### config.mk
export PLATFORM = sky130hd
export DESIGN_NAME = axi4_lite_regfile_slave_flat
export DESIGN_NICKNAME = d
export VERILOG_FILES = /design/src/rtl/axi4_lite_regfile_slave_if.sv /design/src/rtl/axi4_lite_regfile_slave.sv /design/src/flat_wrapper.sv
export SDC_FILE = /design/constraint.sdc
export NUM_CORES = 1
export LEC_CHECK = 0
export ABC_AREA = 1
export CAP_MARGIN = 40
export CORE_MARGIN = 2
export CORE_UTILIZATION = 65
export DETAILED_ROUTE_END_ITERATION = 8
export PLACE_DENSITY = 0.85
export SLEW_MARGIN = 15
export SYNTH_ARGS = -nofsm -noshare
export SYNTH_HDL_FRONTEND = slang
export SYNTH_SLANG_ARGS = --single-unit
export TNS_END_PERCENT = 1
### constraint.sdc
create_clock -name ACLK -period 32.3 [get_ports ACLK]
set_input_delay 3.23 -clock ACLK [delete_from_list [all_inputs] [get_ports ACLK]]
set_output_delay 3.23 -clock ACLK [all_outputs]
set_load 0.02 [all_outputs]
### src/rtl/axi4_lite_regfile_slave_if.sv
// AXI4-Lite bus bundle for the register-file slave: all five channels,
// with modports for the interconnect (master) and the register block (slave).
interface axi4_lite_regfile_slave_if #(
    parameter int unsigned ADDR_WIDTH = 32,
    parameter int unsigned DATA_WIDTH = 32
);
    localparam int unsigned STRB_WIDTH = DATA_WIDTH / 8;

    logic [ADDR_WIDTH-1:0] S_AWADDR;
    logic                  S_AWVALID;
    logic                  S_AWREADY;
    logic [DATA_WIDTH-1:0] S_WDATA;
    logic [STRB_WIDTH-1:0] S_WSTRB;
    logic                  S_WVALID;
    logic                  S_WREADY;
    logic [1:0]            S_BRESP;
    logic                  S_BVALID;
    logic                  S_BREADY;
    logic [ADDR_WIDTH-1:0] S_ARADDR;
    logic                  S_ARVALID;
    logic                  S_ARREADY;
    logic [DATA_WIDTH-1:0] S_RDATA;
    logic [1:0]            S_RRESP;
    logic                  S_RVALID;
    logic                  S_RREADY;

    modport master (
        output S_AWADDR, S_AWVALID, S_WDATA, S_WSTRB, S_WVALID, S_BREADY,
               S_ARADDR, S_ARVALID, S_RREADY,
        input  S_AWREADY, S_WREADY, S_BRESP, S_BVALID,
               S_ARREADY, S_RDATA, S_RRESP, S_RVALID
    );

    modport slave (
        input  S_AWADDR, S_AWVALID, S_WDATA, S_WSTRB, S_WVALID, S_BREADY,
               S_ARADDR, S_ARVALID, S_RREADY,
        output S_AWREADY, S_WREADY, S_BRESP, S_BVALID,
               S_ARREADY, S_RDATA, S_RRESP, S_RVALID
    );
endinterface

### src/rtl/axi4_lite_regfile_slave.sv
// Parametrised AXI4-Lite control/status register file: one outstanding write
// (AW/W in any order, byte strobes, read-only protection) and one outstanding read.
module axi4_lite_regfile_slave #(
    parameter int unsigned         ADDR_WIDTH = 32,
    parameter int unsigned         DATA_WIDTH = 32,
    parameter int unsigned         NUM_REGS   = 16,
    parameter logic [NUM_REGS-1:0] RO_MASK    = '0
) (
    input  logic                        ACLK,
    input  logic                        ARESET,
    axi4_lite_regfile_slave_if.slave    s_axi
);
    localparam int unsigned STRB_WIDTH = DATA_WIDTH / 8;
    localparam int unsigned ADDR_LSB   = $clog2(STRB_WIDTH);
    localparam int unsigned IDX_WIDTH  = $clog2(NUM_REGS);
    localparam logic [1:0]  RESP_OKAY   = 2'b00;
    localparam logic [1:0]  RESP_SLVERR = 2'b10;
    localparam logic [ADDR_WIDTH-1:0] NUM_REGS_A = ADDR_WIDTH'(NUM_REGS);

    logic [DATA_WIDTH-1:0] regs [NUM_REGS];

    // Write-path state
    logic                  aw_held_q, w_held_q;
    logic [ADDR_WIDTH-1:0] aw_addr_q;
    logic [DATA_WIDTH-1:0] w_data_q;
    logic [STRB_WIDTH-1:0] w_strb_q;
    logic                  bvalid_q;
    logic [1:0]            bresp_q;
    logic                  awready_q, wready_q;

    // Read-path state
    logic                  rvalid_q;
    logic [1:0]            rresp_q;
    logic [DATA_WIDTH-1:0] rdata_q;
    logic                  arready_q;

    // Next-state values
    logic                  aw_held_n, w_held_n, bvalid_n, awready_n, wready_n;
    logic [1:0]            bresp_n;
    logic                  rvalid_n, arready_n;
    logic [1:0]            rresp_n;
    logic [DATA_WIDTH-1:0] rdata_n;

    logic                  aw_hs_c, w_hs_c, ar_hs_c, commit_c;
    logic                  wr_in_range_c, wr_ok_c, rd_in_range_c;
    logic [IDX_WIDTH-1:0]  wr_idx_c, rd_idx_c;

    // Address decode; ready flags are registered so handshakes see only flop outputs
    always_comb begin
        aw_hs_c       = s_axi.S_AWVALID && awready_q;
        w_hs_c        = s_axi.S_WVALID  && wready_q;
        ar_hs_c       = s_axi.S_ARVALID && arready_q;
        commit_c      = aw_held_q && w_held_q;
        wr_in_range_c = (aw_addr_q >> ADDR_LSB) < NUM_REGS_A;
        wr_idx_c      = IDX_WIDTH'(aw_addr_q >> ADDR_LSB);
        wr_ok_c       = wr_in_range_c && !RO_MASK[wr_idx_c];
        rd_in_range_c = (s_axi.S_ARADDR >> ADDR_LSB) < NUM_REGS_A;
        rd_idx_c      = IDX_WIDTH'(s_axi.S_ARADDR >> ADDR_LSB);
    end

    // Write-path next state: a commit always clears both holds and raises BVALID
    always_comb begin
        aw_held_n = aw_held_q;
        w_held_n  = w_held_q;
        bvalid_n  = bvalid_q;
        bresp_n   = bresp_q;
        if (commit_c) begin
            aw_held_n = 1'b0;
            w_held_n  = 1'b0;
            bvalid_n  = 1'b1;
            bresp_n   = wr_ok_c ? RESP_OKAY : RESP_SLVERR;
        end else begin
            if (aw_hs_c) aw_held_n = 1'b1;
            if (w_hs_c)  w_held_n  = 1'b1;
            if (bvalid_q && s_axi.S_BREADY) bvalid_n = 1'b0;
        end
        awready_n = !aw_held_n && !bvalid_n;
        wready_n  = !w_held_n  && !bvalid_n;
    end

    // Read-path next state
    always_comb begin
        rvalid_n = rvalid_q;
        rresp_n  = rresp_q;
        rdata_n  = rdata_q;
        if (ar_hs_c) begin
            rvalid_n = 1'b1;
            rresp_n  = rd_in_range_c ? RESP_OKAY : RESP_SLVERR;
            rdata_n  = rd_in_range_c ? regs[rd_idx_c] : '0;
        end else if (rvalid_q && s_axi.S_RREADY) begin
            rvalid_n = 1'b0;
        end
        arready_n = !rvalid_n;
    end

    always_ff @(posedge ACLK or posedge ARESET) begin
        if (ARESET) begin
            aw_held_q <= 1'b0;
            w_held_q  <= 1'b0;
            aw_addr_q <= '0;
            w_data_q  <= '0;
            w_strb_q  <= '0;
            bvalid_q  <= 1'b0;
            bresp_q   <= RESP_OKAY;
            awready_q <= 1'b1;
            wready_q  <= 1'b1;
        end else begin
            if (aw_hs_c) aw_addr_q <= s_axi.S_AWADDR;
            if (w_hs_c) begin
                w_data_q <= s_axi.S_WDATA;
                w_strb_q <= s_axi.S_WSTRB;
            end
            aw_held_q <= aw_held_n;
            w_held_q  <= w_held_n;
            bvalid_q  <= bvalid_n;
            bresp_q   <= bresp_n;
            awready_q <= awready_n;
            wready_q  <= wready_n;
        end
    end

    always_ff @(posedge ACLK or posedge ARESET) begin
        if (ARESET) begin
            rvalid_q  <= 1'b0;
            rresp_q   <= RESP_OKAY;
            rdata_q   <= '0;
            arready_q <= 1'b1;
        end else begin
            rvalid_q  <= rvalid_n;
            rresp_q   <= rresp_n;
            rdata_q   <= rdata_n;
            arready_q <= arready_n;
        end
    end

    // Register storage: byte-masked update on a legal commit
    always_ff @(posedge ACLK or posedge ARESET) begin
        if (ARESET) begin
            for (int unsigned i = 0; i < NUM_REGS; i++) regs[i] <= '0;
        end else if (commit_c && wr_ok_c) begin
            for (int unsigned k = 0; k < STRB_WIDTH; k++) begin
                if (w_strb_q[k]) regs[wr_idx_c][8*k +: 8] <= w_data_q[8*k +: 8];
            end
        end
    end

    assign s_axi.S_AWREADY = awready_q;
    assign s_axi.S_WREADY  = wready_q;
    assign s_axi.S_BVALID  = bvalid_q;
    assign s_axi.S_BRESP   = bresp_q;
    assign s_axi.S_ARREADY = arready_q;
    assign s_axi.S_RVALID  = rvalid_q;
    assign s_axi.S_RRESP   = rresp_q;
    assign s_axi.S_RDATA   = rdata_q;
endmodule
### src/flat_wrapper.sv
// flat-port wrapper written by rule: the top's interface ports become plain ports
module axi4_lite_regfile_slave_flat 
#(
    parameter int unsigned         ADDR_WIDTH = 32,
    parameter int unsigned         DATA_WIDTH = 32,
    parameter int unsigned         NUM_REGS   = 16,
    parameter logic [NUM_REGS-1:0] RO_MASK    = '0
)
  (ACLK, ARESET, s_axi_S_AWADDR, s_axi_S_AWVALID, s_axi_S_WDATA, s_axi_S_WSTRB, s_axi_S_WVALID, s_axi_S_BREADY, s_axi_S_ARADDR, s_axi_S_ARVALID, s_axi_S_RREADY, s_axi_S_AWREADY, s_axi_S_WREADY, s_axi_S_BRESP, s_axi_S_BVALID, s_axi_S_ARREADY, s_axi_S_RDATA, s_axi_S_RRESP, s_axi_S_RVALID);
  axi4_lite_regfile_slave_if #(.ADDR_WIDTH(ADDR_WIDTH), .DATA_WIDTH(DATA_WIDTH)) s_axi_i ();
  input  logic ACLK;
  input  logic ARESET;
  input wire logic [$bits(s_axi_i.S_AWADDR)-1:0] s_axi_S_AWADDR;
  input wire logic [$bits(s_axi_i.S_AWVALID)-1:0] s_axi_S_AWVALID;
  input wire logic [$bits(s_axi_i.S_WDATA)-1:0] s_axi_S_WDATA;
  input wire logic [$bits(s_axi_i.S_WSTRB)-1:0] s_axi_S_WSTRB;
  input wire logic [$bits(s_axi_i.S_WVALID)-1:0] s_axi_S_WVALID;
  input wire logic [$bits(s_axi_i.S_BREADY)-1:0] s_axi_S_BREADY;
  input wire logic [$bits(s_axi_i.S_ARADDR)-1:0] s_axi_S_ARADDR;
  input wire logic [$bits(s_axi_i.S_ARVALID)-1:0] s_axi_S_ARVALID;
  input wire logic [$bits(s_axi_i.S_RREADY)-1:0] s_axi_S_RREADY;
  output wire logic [$bits(s_axi_i.S_AWREADY)-1:0] s_axi_S_AWREADY;
  output wire logic [$bits(s_axi_i.S_WREADY)-1:0] s_axi_S_WREADY;
  output wire logic [$bits(s_axi_i.S_BRESP)-1:0] s_axi_S_BRESP;
  output wire logic [$bits(s_axi_i.S_BVALID)-1:0] s_axi_S_BVALID;
  output wire logic [$bits(s_axi_i.S_ARREADY)-1:0] s_axi_S_ARREADY;
  output wire logic [$bits(s_axi_i.S_RDATA)-1:0] s_axi_S_RDATA;
  output wire logic [$bits(s_axi_i.S_RRESP)-1:0] s_axi_S_RRESP;
  output wire logic [$bits(s_axi_i.S_RVALID)-1:0] s_axi_S_RVALID;
  assign s_axi_i.S_AWADDR = s_axi_S_AWADDR;
  assign s_axi_i.S_AWVALID = s_axi_S_AWVALID;
  assign s_axi_i.S_WDATA = s_axi_S_WDATA;
  assign s_axi_i.S_WSTRB = s_axi_S_WSTRB;
  assign s_axi_i.S_WVALID = s_axi_S_WVALID;
  assign s_axi_i.S_BREADY = s_axi_S_BREADY;
  assign s_axi_i.S_ARADDR = s_axi_S_ARADDR;
  assign s_axi_i.S_ARVALID = s_axi_S_ARVALID;
  assign s_axi_i.S_RREADY = s_axi_S_RREADY;
  assign s_axi_S_AWREADY = s_axi_i.S_AWREADY;
  assign s_axi_S_WREADY = s_axi_i.S_WREADY;
  assign s_axi_S_BRESP = s_axi_i.S_BRESP;
  assign s_axi_S_BVALID = s_axi_i.S_BVALID;
  assign s_axi_S_ARREADY = s_axi_i.S_ARREADY;
  assign s_axi_S_RDATA = s_axi_i.S_RDATA;
  assign s_axi_S_RRESP = s_axi_i.S_RRESP;
  assign s_axi_S_RVALID = s_axi_i.S_RVALID;
  axi4_lite_regfile_slave #(.ADDR_WIDTH(ADDR_WIDTH), .DATA_WIDTH(DATA_WIDTH), .NUM_REGS(NUM_REGS), .RO_MASK(RO_MASK)) u_core (.ACLK(ACLK), .ARESET(ARESET), .s_axi(s_axi_i));
endmodule
### Met1 routing

The bar under the picture is 50 um long. Supply wires on this layer in gray.
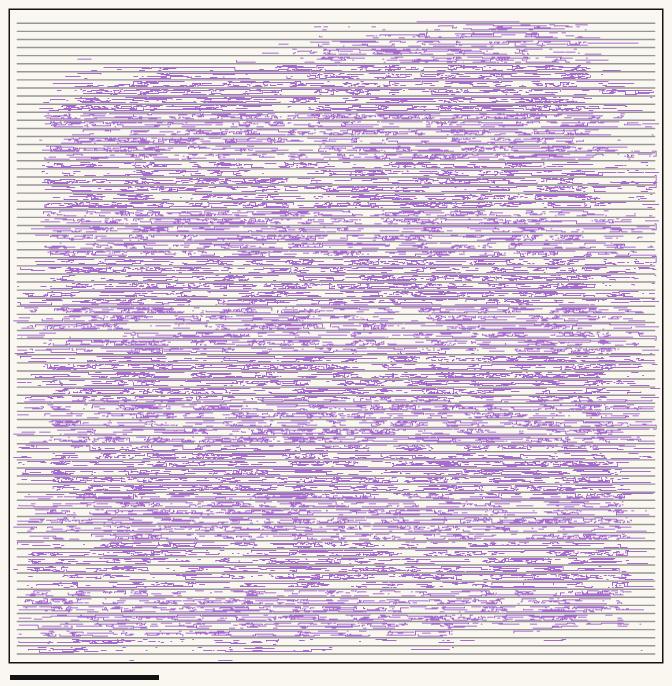
wire length on this layer: 34.9 mm
nets with wire on the layer: 3580
longest straight run: 88.8 um
main direction: horizontal
share of all routed wire: 38%

### Metal 2

Cells faint in the background.
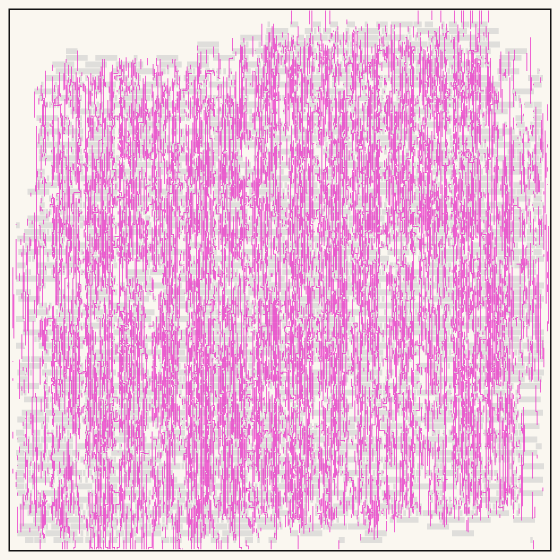
nets with wire on the layer: 2805
share of all routed wire: 45%
main direction: vertical
wire length on this layer: 41.3 mm

### Metal 3

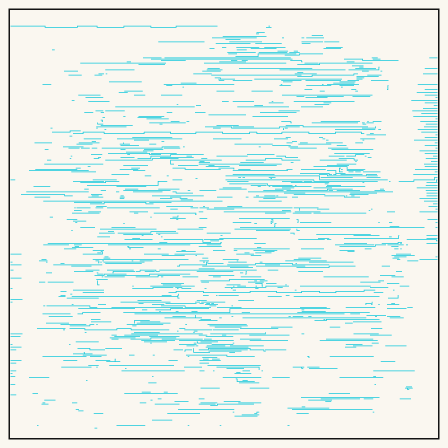
wire length on this layer: 10400 um
nets with wire on the layer: 408

### Signal wires on met4

The bar under the picture is 50 um long. Supply wires on this layer in gray.
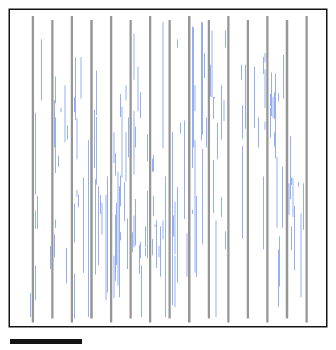
main direction: vertical
nets with wire on the layer: 95
wire length on this layer: 4590 um
longest straight run: 122 um
share of all routed wire: 5.0%

### Congestion heat map

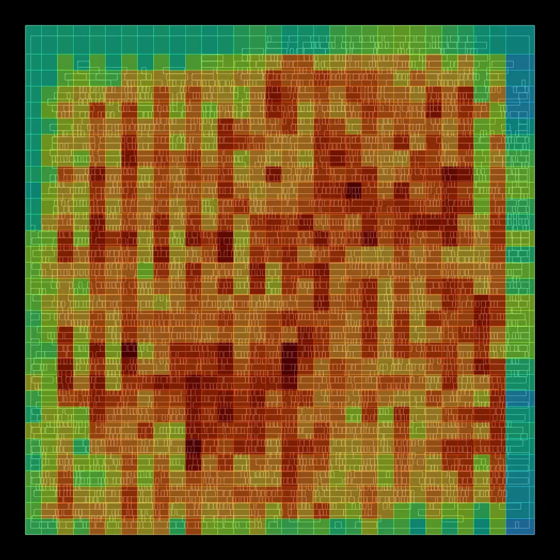
met1 routing resource usage after global routing: 0.5267
peak-usage layer in the global routing report: met2
grt met3 use: 0.07997
met2 GRT Util: 0.5764
total global routing track utilization: 0.3815

==> power breakdown <==
part	internal (uW)	total (uW)	switching, uW
logic	72.4	337	264
clock network	465	776	311
registers	817	1010	194
==> registers in the layout, summed over array words and instances, names as in the netlist <==
signal	cells
u_core.regs	512
u_core.s_axi.S_RDATA	32
u_core.s_axi.S_AWREADY	1
u_core.s_axi.S_BVALID	1
u_core.s_axi.S_BRESP	1
u_core.s_axi.S_ARREADY	1
u_core.w_strb_q	4
u_core.aw_held_q	1
u_core.s_axi.S_RRESP	1
u_core.s_axi.S_WREADY	1
u_core.aw_addr_q	30
u_core.w_held_q	1
u_core.w_data_q	32
u_core.s_axi.S_RVALID	1
==> cell usage after synthesis, drive strengths merged <==
cell	count	area, um2
nor2	60	232.7
dfrtp	616	15410
nand2	1817	6820
dfstp	3	78.83
conb	1	3.750
clkbuf	230	863.3
clkinv	1	3.750
o21ai	5	25.02
buf	133	705.7
a21oi	1	5.000
inv	15	56.30
nand4	512	3203
nand3	545	2728
and2	1	6.260
==> cell families (layout without fill, tap and decap cells) <==
group | Yosys count | in the layout
buf+inv | 379 | 322
compound gates | 6 | 6
other cells | 1 | 2
flops | 619 | 619
simple gates | 2935 | 2935
==> through the flow <==
stage,power [uW],hold WS [ps],setup slack (ps)
floorplan,1162,441.7,11740
global placement,1320,417.0,25760
detailed placement,1331,422.5,25900
CTS,2099,432.6,26520
global route,2179,456.6,26410
finish,2124,432.2,26520
==> worst max-delay path, delay by kind of cell <==
family,cells,cell delay (ps)
buffers and inverters,4,2060
and+or+nand+nor,6,950
==> worst paths after layout <==
path	endpoint	slack (ps)
max	u_core.s_axi.S_RDATA[16]$_DFFE_PP0P_	26520
min reg2reg	u_core.s_axi.S_ARREADY$_DFF_PP1_	430
max in group asynchronous	u_core.regs[237]$_DFFE_PP0P_	27140
min in group asynchronous	u_core.w_data_q[27]$_DFFE_PP0P_	3080
max reg2reg	u_core.regs[211]$_DFFE_PP0P_	28590
min	u_core.s_axi.S_ARREADY$_DFF_PP1_	430
==> routing by layer <==
metal | vias up | global-route usage | routed length, um
met5 | - | 0 | 0
met1 | 13550 | 0.5267 | 34900
met4 | 0 | 0.1885 | 4594
met3 | 316 | 0.07997 | 10400
li1 | 12960 | - | -
met2 | 1862 | 0.5764 | 41260
==> area by class of cell <==
cell class | instances | area, um2
clock buffer | 102 | 2116
clock inverter | 12 | 112.6
fill | 3401 | 11850
inverter | 16 | 77.57
multi-input combinational | 2943 | 13160
sequential | 619 | 15510
tap | 600 | 750.7
timing repair buffer | 192 | 2006
==> run summary <==
The synthesis and place-and-route flow finished, so here is a summary.

The run finished with clean final reports. The report lists the cells along the critical path as clkbuf_8 > buf_4 > buf_16 > buf_4 > nand2_1 > nand3_1 > nand3_1 > nand3_1 > nand3_1 > nand2_1. The simple-gate share of the synthesized area came out at 0.4309. The static leakage power came out at 0.01707 uW. Per the STA report, the cell with the highest stage delay on the worst path is buf_4. The number of failing hold endpoints at the final stage is 0.

Per the repair_timing log after CTS, setup buffers inserted total 0. The normalized max-slew margin is 0.3263. The final critical path time including I/O delays and setup came out at 5781 ps.

The worst supply voltage drop on vdd came out at 82.32 uV. Detailed routing inserted a total of 28690 vias. The net count reported at finish came out at 3945. The launch point of the critical path is s_axi_S_ARADDR[2]. The final count of negative-setup-slack endpoints is 0. The core area is 45580 um2. The startpoint of the lowest-slack hold path is u_core.s_axi.S_RVALID$_DFF_PP0_. The period utilization is 0.1790. The share of synthesized cell area in full adder, half adder and majority cells came out at 0. The final max-slew violation count is 0. The clock root buffer is clkbuf_16.

The routed length per instance came out at 20.33 um. For this run the detailed placement stage logged an HPWL of 50020 um. The die width is 219.4 um. The area of the die is 48120 um2.

Yosys mapped the design onto 19 distinct sky130hd cell types. After synthesis, the mean cell area works out to 7.651 um2. The violation count after the first detailed-route iteration is 4597. In the final layout, the share of cells above drive strength 1 is 0.04866. The clock tree from TritonCTS is yes.

Entering global routing, the biggest net connects 205 pins. The buffer levels on the longest clock path is 3. The transition time of the tightest slew-check pin is 1010 ps.

The share of the core filled with cells is 0.7400. The setup total negative slack came out at 0 ps. After floorplanning, the core was divided into 78 placement rows. The chip area from the yosys synthesis statistics is 30150 um2. The count of warning messages emitted by the tools is 40. Summing all placed instances gives a cell area of 31430 um2.

Data arrives at the worst endpoint at 6310 ps. For this run, the number of Yosys warnings is 0. Leaving out fill and tap cells, the most frequent cell in the layout is nand2_1. For the completed layout, the total cell area is recorded as 33730 um2. The count of antenna diodes in the layout is 0. The max-cap violation count is 0.

The worst register-to-register path depth is 10. Setup repair after global routing left no endpoint under its margin. The placement summary gives the final routability congestion estimate as 0.8398. By instance count after routing, the leading logic cell types are nand2_1, dfrtp_1, nand3_1. Per the placement report, the placed cell count is 4367. The number of hold-repair buffers added at the cts stage came out at 0. The gate count after technology mapping came out at 3940.

The initial antenna violation count is 0. The die outline height is 219.4 um. The core utilization before placement is 0.6615.

Data on the critical path is required at its endpoint by 32830 ps. The CTS H-tree depth is 3. Once synthesis finished, the tally of register bits stood at 619.

The xor and xnor area share after synthesis came out at 0. The post-synthesis cell count from yosys is 3940. The register area share after synthesis is 0.5139. The largest non-sequential cell family by area is simple AND/OR/NAND/NOR gates. STA classifies the critical path endpoint as a flip-flop. The element type at the critical path start is a primary input. The final standard cell count with taps included and fillers excluded came out at 4484. The first global-routing pass estimated 144400 um of wire.

The top achievable clock speed is 173.0 MHz. Counting every sink on the clock net gives 619. The peak per-stage delay on the critical path came out at 710 ps. The total iterations of the first detailed-routing run came out at 6.

Before any placement, the netlist area is recorded as 30150 um2. The count of nets left with antenna violations after detail routing came out at 0. The area fraction in compound gates after synthesis came out at 0.0009961.

The clock insertion delay at the later pin of the skew report came out at 610 ps. The number of DRC violations after detailed routing came out at 0. By instance count, the cell type seen most on the critical path is nand3_1.

The timing report gives the clock slew at the launch and capture registers of the worst setup and hold paths as 60 ps. The number of I/O pins came out at 148. The clock tree skew after final layout came out at 21.16 ps.

Gates resized during post-CTS repair numbered 0. The type of the most critical hold path is flip-flop to flip-flop. The TritonCTS buffer count is 66. Per the run report, area growth between synthesis and finish was 11.88%.

The source of the worst register-to-register timing path is u_core.aw_addr_q[6]$_DFFE_PP0P_. Input and output buffers added on the ports amount to 141. In this run the power density over the cells is 62.98 nW/um2.

The worst setup path is of the primary input to flip-flop kind. The maximum fanout along the worst path is 97. The total overflow reported by the global router is 0. The cell count of the worst hold path is 1. Dividing the detail-routed via count by the number of cells gives 6.397. The multiplexer share of the synthesized area is 0.

The number of global-route vias before repair came out at 26650. The wire length reported by the detailed router came out at 91150 um.
Power figures rest on the tool's default switching activity, not on a simulated workload.
